===== src/rtl/irq_pkg.sv =====
// ============================================================================
// Module  : irq_pkg
// Brief   : Shared types and constants for the fastClk interrupt controller.
// Revision: 1.0 - initial release
// ============================================================================
`default_nettype none

package irq_pkg;

   typedef enum logic [1:0] {
      IDLE    = 2'd0,
      ACTIVE  = 2'd1,
      RELEASE = 2'd2
   } irq_state_t;

   localparam int ACK_SYNC_STAGES = 2;

   // Source index width, never narrower than one bit
   function automatic int idx_w(input int n);
      return (n <= 1) ? 1 : $clog2(n);
   endfunction

endpackage

`default_nettype wire


===== src/rtl/irq_controller_if.sv =====
// ============================================================================
// Module  : irq_controller_if
// Brief   : Source/CPU-side signal bundle of the interrupt controller.
// Revision: 1.0 - initial release
// ============================================================================
`default_nettype none

interface irq_controller_if #(
   parameter int NUM_SRC = 4,
   parameter int DATA_W  = 16,
   parameter int ADDR_W  = 32
);
   import irq_pkg::*;

   localparam int IDX_W = idx_w(NUM_SRC);

   logic [NUM_SRC-1:0]        srcLevel;
   logic [NUM_SRC*DATA_W-1:0] srcData;
   logic [NUM_SRC-1:0]        srcEnable;
   logic                      globalEn;
   logic [ADDR_W-1:0]         vecAddr;
   logic                      ack;
   logic                      irq;
   logic [DATA_W-1:0]         irqData;
   logic [ADDR_W-1:0]         irqAddr;
   logic [IDX_W-1:0]          irqSrc;
   logic [NUM_SRC-1:0]        pending;
   logic [NUM_SRC-1:0]        overflow;

   modport master (
      output srcLevel, srcData, srcEnable, globalEn, vecAddr, ack,
      input  irq, irqData, irqAddr, irqSrc, pending, overflow
   );

   modport slave (
      input  srcLevel, srcData, srcEnable, globalEn, vecAddr, ack,
      output irq, irqData, irqAddr, irqSrc, pending, overflow
   );

endinterface

`default_nettype wire


===== src/rtl/irq_sync_edge.sv =====
// ============================================================================
// Module  : irq_sync_edge
// Brief   : Multi-flop synchroniser with a registered rising-edge pulse.
// Revision: 1.0 - initial release
// ============================================================================
`default_nettype none

module irq_sync_edge #(
   parameter int STAGES = 2
) (
   input  logic fastClk,
   input  logic rst,
   input  logic i_async,
   output logic o_level,
   output logic o_rise
);

   logic [STAGES-1:0] r_sync;
   logic              r_prev;
   logic              r_rise;

   always_ff @(posedge fastClk) begin
      if (rst) begin
         r_sync <= '0;
         r_prev <= 1'b0;
         r_rise <= 1'b0;
      end else begin
         r_sync <= {r_sync[STAGES-2:0], i_async};
         r_prev <= r_sync[STAGES-1];
         r_rise <= r_sync[STAGES-1] & ~r_prev;
      end
   end

   assign o_level = r_sync[STAGES-1];
   assign o_rise  = r_rise;

endmodule

`default_nettype wire


===== src/rtl/irq_controller.sv =====
// ============================================================================
// Module  : irq_controller
// Brief   : Fixed-priority interrupt controller with pending/overflow tracking.
// Revision: 1.0 - initial release
// ============================================================================
`default_nettype none

module irq_controller
   import irq_pkg::*;
#(
   parameter int NUM_SRC     = 4,
   parameter int DATA_W      = 16,
   parameter int ADDR_W      = 32,
   parameter int SYNC_STAGES = 3
) (
   input  logic             fastClk,
   input  logic             rst,
   irq_controller_if.slave  bus
);

   localparam int IDX_W = idx_w(NUM_SRC);

   irq_state_t          r_state;
   irq_state_t          w_nextState;
   logic [NUM_SRC-1:0]  w_srcRise;
   logic [NUM_SRC-1:0]  w_srcLevelUnused;
   logic                w_ackLevel;
   logic                w_ackRise;
   logic [NUM_SRC-1:0]  r_pending;
   logic [NUM_SRC-1:0]  r_overflow;
   logic [DATA_W-1:0]   r_data [NUM_SRC];
   logic [IDX_W-1:0]    r_irqSrc;
   logic [DATA_W-1:0]   r_irqData;
   logic [ADDR_W-1:0]   r_irqAddr;
   logic [IDX_W-1:0]    w_sel;
   logic                w_any;
   logic                w_issue;
   logic                w_release;
   logic                w_irq;
   logic [NUM_SRC-1:0]  w_set;
   logic [NUM_SRC-1:0]  w_clr;

   for (genvar g = 0; g < NUM_SRC; g++) begin : g_src
      irq_sync_edge #(.STAGES(SYNC_STAGES)) u_sync (
         .fastClk (fastClk),
         .rst     (rst),
         .i_async (bus.srcLevel[g]),
         .o_level (w_srcLevelUnused[g]),
         .o_rise  (w_srcRise[g])
      );
   end

   irq_sync_edge #(.STAGES(ACK_SYNC_STAGES)) u_ackSync (
      .fastClk (fastClk),
      .rst     (rst),
      .i_async (bus.ack),
      .o_level (w_ackLevel),
      .o_rise  (w_ackRise)
   );

   // Descending scan so the lowest pending index is the one left selected
   always_comb begin
      w_sel = '0;
      w_any = 1'b0;
      for (int i = NUM_SRC - 1; i >= 0; i--) begin
         if (r_pending[i]) begin
            w_sel = IDX_W'(i);
            w_any = 1'b1;
         end
      end
   end

   always_ff @(posedge fastClk) begin
      if (rst) r_state <= IDLE;
      else     r_state <= w_nextState;
   end

   always_comb begin
      w_nextState = r_state;
      case (r_state)
         IDLE:    if (bus.globalEn && w_any) w_nextState = ACTIVE;
         ACTIVE:  if (w_ackRise)             w_nextState = RELEASE;
         RELEASE: if (!w_ackLevel)           w_nextState = IDLE;
         default:                            w_nextState = IDLE;
      endcase
   end

   always_comb begin
      w_issue   = (r_state == IDLE) && bus.globalEn && w_any;
      w_release = (r_state == ACTIVE) && w_ackRise;
      w_irq     = (r_state == ACTIVE);
   end

   always_comb begin
      w_set = '0;
      w_clr = '0;
      for (int i = 0; i < NUM_SRC; i++) begin
         w_set[i] = w_srcRise[i] & bus.srcEnable[i];
         w_clr[i] = w_release && (r_irqSrc == IDX_W'(i));
      end
   end

   // A new edge beats a same-cycle acknowledge clear; overflow only survives
   // when the source was already pending and is not being serviced
   always_ff @(posedge fastClk) begin
      if (rst) begin
         r_pending  <= '0;
         r_overflow <= '0;
         for (int i = 0; i < NUM_SRC; i++) r_data[i] <= '0;
      end else begin
         for (int i = 0; i < NUM_SRC; i++) begin
            if (w_set[i]) begin
               r_data[i]     <= bus.srcData[i*DATA_W +: DATA_W];
               r_pending[i]  <= 1'b1;
               r_overflow[i] <= ~w_clr[i] & (r_overflow[i] | r_pending[i]);
            end else if (w_clr[i]) begin
               r_pending[i]  <= 1'b0;
               r_overflow[i] <= 1'b0;
            end
         end
      end
   end

   always_ff @(posedge fastClk) begin
      if (rst) begin
         r_irqSrc  <= '0;
         r_irqData <= '0;
         r_irqAddr <= '0;
      end else if (w_issue) begin
         r_irqSrc  <= w_sel;
         r_irqData <= r_data[w_sel];
         r_irqAddr <= bus.vecAddr;
      end
   end

   assign bus.irq      = w_irq;
   assign bus.irqData  = r_irqData;
   assign bus.irqAddr  = r_irqAddr;
   assign bus.irqSrc   = r_irqSrc;
   assign bus.pending  = r_pending;
   assign bus.overflow = r_overflow;

endmodule

`default_nettype wire


===== src/flat_wrapper.sv =====
// flat-port wrapper written by rule: the top's interface ports become plain ports
module irq_controller_flat import irq_pkg::*;
#(
   parameter int NUM_SRC     = 4,
   parameter int DATA_W      = 16,
   parameter int ADDR_W      = 32,
   parameter int SYNC_STAGES = 3
)
  (fastClk, rst, bus_srcLevel, bus_srcData, bus_srcEnable, bus_globalEn, bus_vecAddr, bus_ack, bus_irq, bus_irqData, bus_irqAddr, bus_irqSrc, bus_pending, bus_overflow);
  irq_controller_if #(.NUM_SRC(NUM_SRC), .DATA_W(DATA_W), .ADDR_W(ADDR_W)) bus_i ();
  input  logic fastClk;
  input  logic rst;
  input wire logic [$bits(bus_i.srcLevel)-1:0] bus_srcLevel;
  input wire logic [$bits(bus_i.srcData)-1:0] bus_srcData;
  input wire logic [$bits(bus_i.srcEnable)-1:0] bus_srcEnable;
  input wire logic [$bits(bus_i.globalEn)-1:0] bus_globalEn;
  input wire logic [$bits(bus_i.vecAddr)-1:0] bus_vecAddr;
  input wire logic [$bits(bus_i.ack)-1:0] bus_ack;
  output wire logic [$bits(bus_i.irq)-1:0] bus_irq;
  output wire logic [$bits(bus_i.irqData)-1:0] bus_irqData;
  output wire logic [$bits(bus_i.irqAddr)-1:0] bus_irqAddr;
  output wire logic [$bits(bus_i.irqSrc)-1:0] bus_irqSrc;
  output wire logic [$bits(bus_i.pending)-1:0] bus_pending;
  output wire logic [$bits(bus_i.overflow)-1:0] bus_overflow;
  assign bus_i.srcLevel = bus_srcLevel;
  assign bus_i.srcData = bus_srcData;
  assign bus_i.srcEnable = bus_srcEnable;
  assign bus_i.globalEn = bus_globalEn;
  assign bus_i.vecAddr = bus_vecAddr;
  assign bus_i.ack = bus_ack;
  assign bus_irq = bus_i.irq;
  assign bus_irqData = bus_i.irqData;
  assign bus_irqAddr = bus_i.irqAddr;
  assign bus_irqSrc = bus_i.irqSrc;
  assign bus_pending = bus_i.pending;
  assign bus_overflow = bus_i.overflow;
  irq_controller #(.NUM_SRC(NUM_SRC), .DATA_W(DATA_W), .ADDR_W(ADDR_W), .SYNC_STAGES(SYNC_STAGES)) u_core (.fastClk(fastClk), .rst(rst), .bus(bus_i));
endmodule

===== config.mk =====
export PLATFORM = sky130hd
export DESIGN_NAME = irq_controller_flat
export DESIGN_NICKNAME = d
export VERILOG_FILES = /design/src/rtl/irq_pkg.sv /design/src/rtl/irq_controller_if.sv /design/src/rtl/irq_sync_edge.sv /design/src/rtl/irq_controller.sv /design/src/flat_wrapper.sv
export SDC_FILE = /design/constraint.sdc
export NUM_CORES = 1
export LEC_CHECK = 0
export ABC_CLOCK_PERIOD_IN_PS = 2300
export CAP_MARGIN = 15
export CORE_MARGIN = 5
export CORE_UTILIZATION = 48
export CTS_CLUSTER_DIAMETER = 150
export DETAILED_ROUTE_END_ITERATION = 16
export GPL_TIMING_DRIVEN = 0
export PLACE_DENSITY = 0.86
export SKIP_CTS_REPAIR_TIMING = 1
export SYNTH_ARGS = -nofsm -noshare
export SYNTH_HDL_FRONTEND = slang
export SYNTH_HIERARCHICAL = 1
export SYNTH_SLANG_ARGS = --single-unit

===== constraint.sdc =====
create_clock -name fastClk -period 2.3 [get_ports fastClk]
set_input_delay 0.345 -clock fastClk [delete_from_list [all_inputs] [get_ports fastClk]]
set_output_delay 0.345 -clock fastClk [all_outputs]
set_load 0.01 [all_outputs]

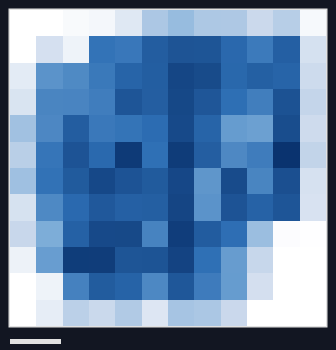
*Placement density heat map*
The bar under the picture is 20 um long. 12 x 12 tiles, from white (low) to dark blue (high), 0 to 100% covered.
The mean over all tiles is 55%. The densest ninth of the die: centre. The fullest tile reaches 99%.
fp_density: 48.7%
fin util: 68.2%

==> results.txt <==
impl run done, here's what came out: Post-layout nets between 800 and 900, OpenROAD warning count 26, core area around 0.013 mm^2, height of the die between 100 and 150 um, grt total ovfl 0, Die W about 120 um, ant diodes 0, critical path type flop to primary output, peak supply drop 0.413 mV, post-synthesis cell area slightly above 0.006 mm^2, CTS sink count roughly 150, total track usage 22.1%, Synth Instances roughly 570, antenna violations before repair 0, global-route wire length before repair between 20 and 30 mm, Final period util between 90 and 100%, hold endpoint u_core/g_src[3].u_sync/r_sync[2], FF-to-FF Start u_core/bus.pending[1], TritonCTS clock tree done, crit-path max FO 5, Root Driver clkbuf_16, syn avg cell area 10.7 um^2, syn_nets about 680, # Cells Yosys roughly 570, fin. max-slew vios 0, vias per cell between 5 and 6, TritonCTS Buffers 17, clock skew about 0.0085 ns, reg2reg setup slack ~0.42 ns, Max-cap violations 0, clock share of power about 45%, Synth warnings 6, Final Setup Violations 0, Crit. End Element primary output, Post-synth area hogs edfxtp_1 31%, dfxtp_1 27%, and2_1 6.5%, nor2b_1 5.8%, nor3b_1 3.9%, hold path cells 2, R2R depth 5, sw frac 21.9%, reg2reg end u_core/bus.irqData[1], slew margin rel. roughly 56%, cell type with the largest total area edfxtp_1, Pre-antenna DRT Iters 5, hold path startpoint rst, Clk pin slew, worst setup/hold paths 0.06 ns, Top-area cell share 31.4%, commonest cells in the netlist 84 x dfxtp_1, 64 x and2_1, 64 x edfxtp_1, final wirelength 16.8 mm, Least-Margin Pin Slew between 0.6 and 0.7 ns, Worst Setup SP u_core/r_state[0], area grow syn2layout 40.0%, top-count cell post-synth dfxtp_1, startpoint types flop, drt initial violations between 400 and 500, clk latency late pin about 0.42 ns, Yosys cell types 34, Post-DRT Antenna Nets 0, status finished, final reports clean, gpl congestion between 0.8 and 0.9, overall power slightly below 6 mW, Max Clk Rate 0.467 GHz, number of global-route vias before repair between 5000 and 6000, Ports around 170, PortBufs approximately 170, P_leak around 3.1 nW, part of the power in registers between 40% and 50%, top sig layer met4, Hold Vio Cnt, Final 0, Seq share, synth around 60%, largest net degree at the start of global routing 27, fin crit period between 2 and 2.5 ns, min-delay worst type primary input to flop, met1 wire length a little under 7 mm, sw power roughly 1.3 mW, Wirelength per Cell 17.9 um, met3 wire length around 1.2 mm, yosys stat chip area about 0.0061 mm^2, Crit path required time slightly below 2 ns, Flops after synth 148, layout cell share with drive strength beyond 1 7.40%, power per cell area around 690 mW/mm^2, top_reg_cell synth dfxtp_1, # DRC 0, total die size about 0.015 mm^2, DP HPWL between 10 and 15 mm, Rows just over 40, Min Hold Slack 0.374 ns, Power Internal between 4 and 5 mW, H-tree levels 4, CP endpoint bus_irq, number of enable flip-flop cells around 64, Comb pwr share a little over 7%
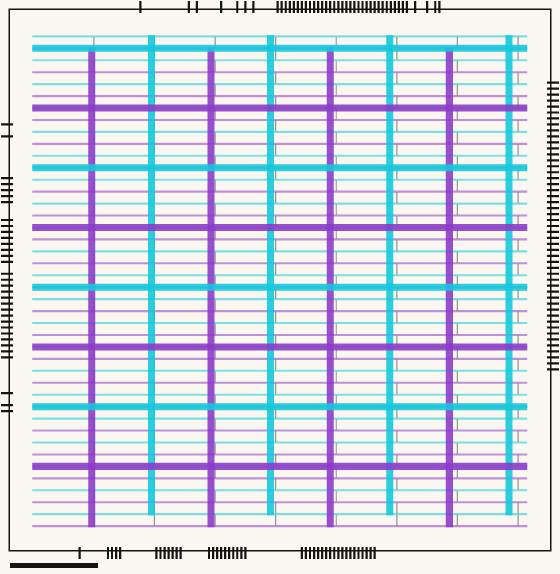
*Supply network*
The bar under the picture is 20 um long. Pins as bars on the die edge. Tap cells in grey.
Key: purple = VSS; cyan = VDD
8 straps on met5. 42 met1 rails follow the rows.

flip-flops by register name, summed over array words and instances (netlist names):
register,flops
u_core/r_data,64
u_core/bus.irqAddr,32
u_core/bus.irqData,16
u_core/g_src.u_sync/r_sync,12
u_core/bus.overflow,4
u_core/bus.pending,4
u_core/g_src.u_sync/o_rise,4
u_core/g_src.u_sync/r_prev,4
u_core/bus.irqSrc,2
u_core/r_state,2
u_core/u_ackSync/r_sync,2
u_core/u_ackSync/o_rise,1
u_core/u_ackSync/r_prev,1
power groups by stage:
stage               clock network (mW)  logic, mW  registers, mW
finish                            2.63      0.426           2.83
global route                      2.76      0.458           2.83
CTS                               2.66      0.424           2.83
detailed placement                   0      0.420           2.88
global placement                     0      0.410           2.88
floorplan                            0      0.146           2.88
final cells by class:
class / instances / area (um^2)
fill: 935 / 3990
tap: 172 / 215
clock inverter: 11 / 103
clock buffer: 21 / 462
inverter: 2 / 7.51
timing repair buffer: 166 / 1660
multi-input combinational: 378 / 2330
buffer: 44 / 196
sequential: 148 / 3600
critical path: stages, from the launching register on:
cell	delay (ns)
dfxtp_1	0.40
nor2b_1	0.35
clkdlybuf4s50_1	0.63
metal layers:
metal	vias up	GRT usage, %
met1	2406	27.7
met3	30	4.25
met4	0	8.61
li1	2398	-
met2	258	37.9
met5	-	0
cell families (layout without fill, tap and decap cells):
kind of cell | count (synthesis) | after routing | share of synthesized area (%)
compound gates | 131 | 131 | 13.1
buf+inv | 46 | 244 | 3.31
flops | 148 | 148 | 58.8
simple gates | 247 | 247 | 24.7
stage by stage:
| stage | worst slack, ns | TNS (ns) | std cells | instance area [um^2] | util [%] |
|---|---|---|---|---|---|
| after global routing | 0.0626 | 0 | 942 | 8570 | 68.2 |
| after CTS | -1.13 | -84.61 | 942 | 8570 | 68.2 |
| after global placement | -1.51 | -154.10 | 910 | 8000 | 63.7 |
| after detailed placement | -1.60 | -161.52 | 910 | 8000 | 63.7 |
| after floorplan | 0.394 | 0 | 572 | 6120 | - |
| final | 0.160 | 0 | 942 | 8570 | 68.2 |
cells in the final DEF (no fill, tap or decap), types with 2 or more instances in the layout:
| master | n |
|---|---|
| a31oi_1 | 4 |
| clkinv_4 | 2 |
| clkbuf_16 | 18 |
| a32o_1 | 16 |
| o31ai_1 | 16 |
| clkbuf_1 | 28 |
| clkinvlp_4 | 4 |
| a21o_1 | 4 |
| buf_1 | 6 |
| nand3_1 | 32 |
| nor2_1 | 23 |
| a21oi_1 | 37 |
| o21ai_1 | 7 |
| clkinv_2 | 2 |
| nor3b_2 | 6 |
| nor3b_1 | 32 |
| and2_1 | 64 |
| clkdlybuf4s50_1 | 165 |
| nand2b_2 | 4 |
| o21ai_0 | 43 |
| clkbuf_2 | 4 |
| dfxtp_1 | 84 |
| inv_1 | 2 |
| a41oi_1 | 2 |
| edfxtp_1 | 64 |
| buf_6 | 2 |
| nor2b_1 | 57 |
| buf_2 | 6 |
| nand2_1 | 21 |
Power figures rest on the tool's default switching activity, not on a simulated workload.
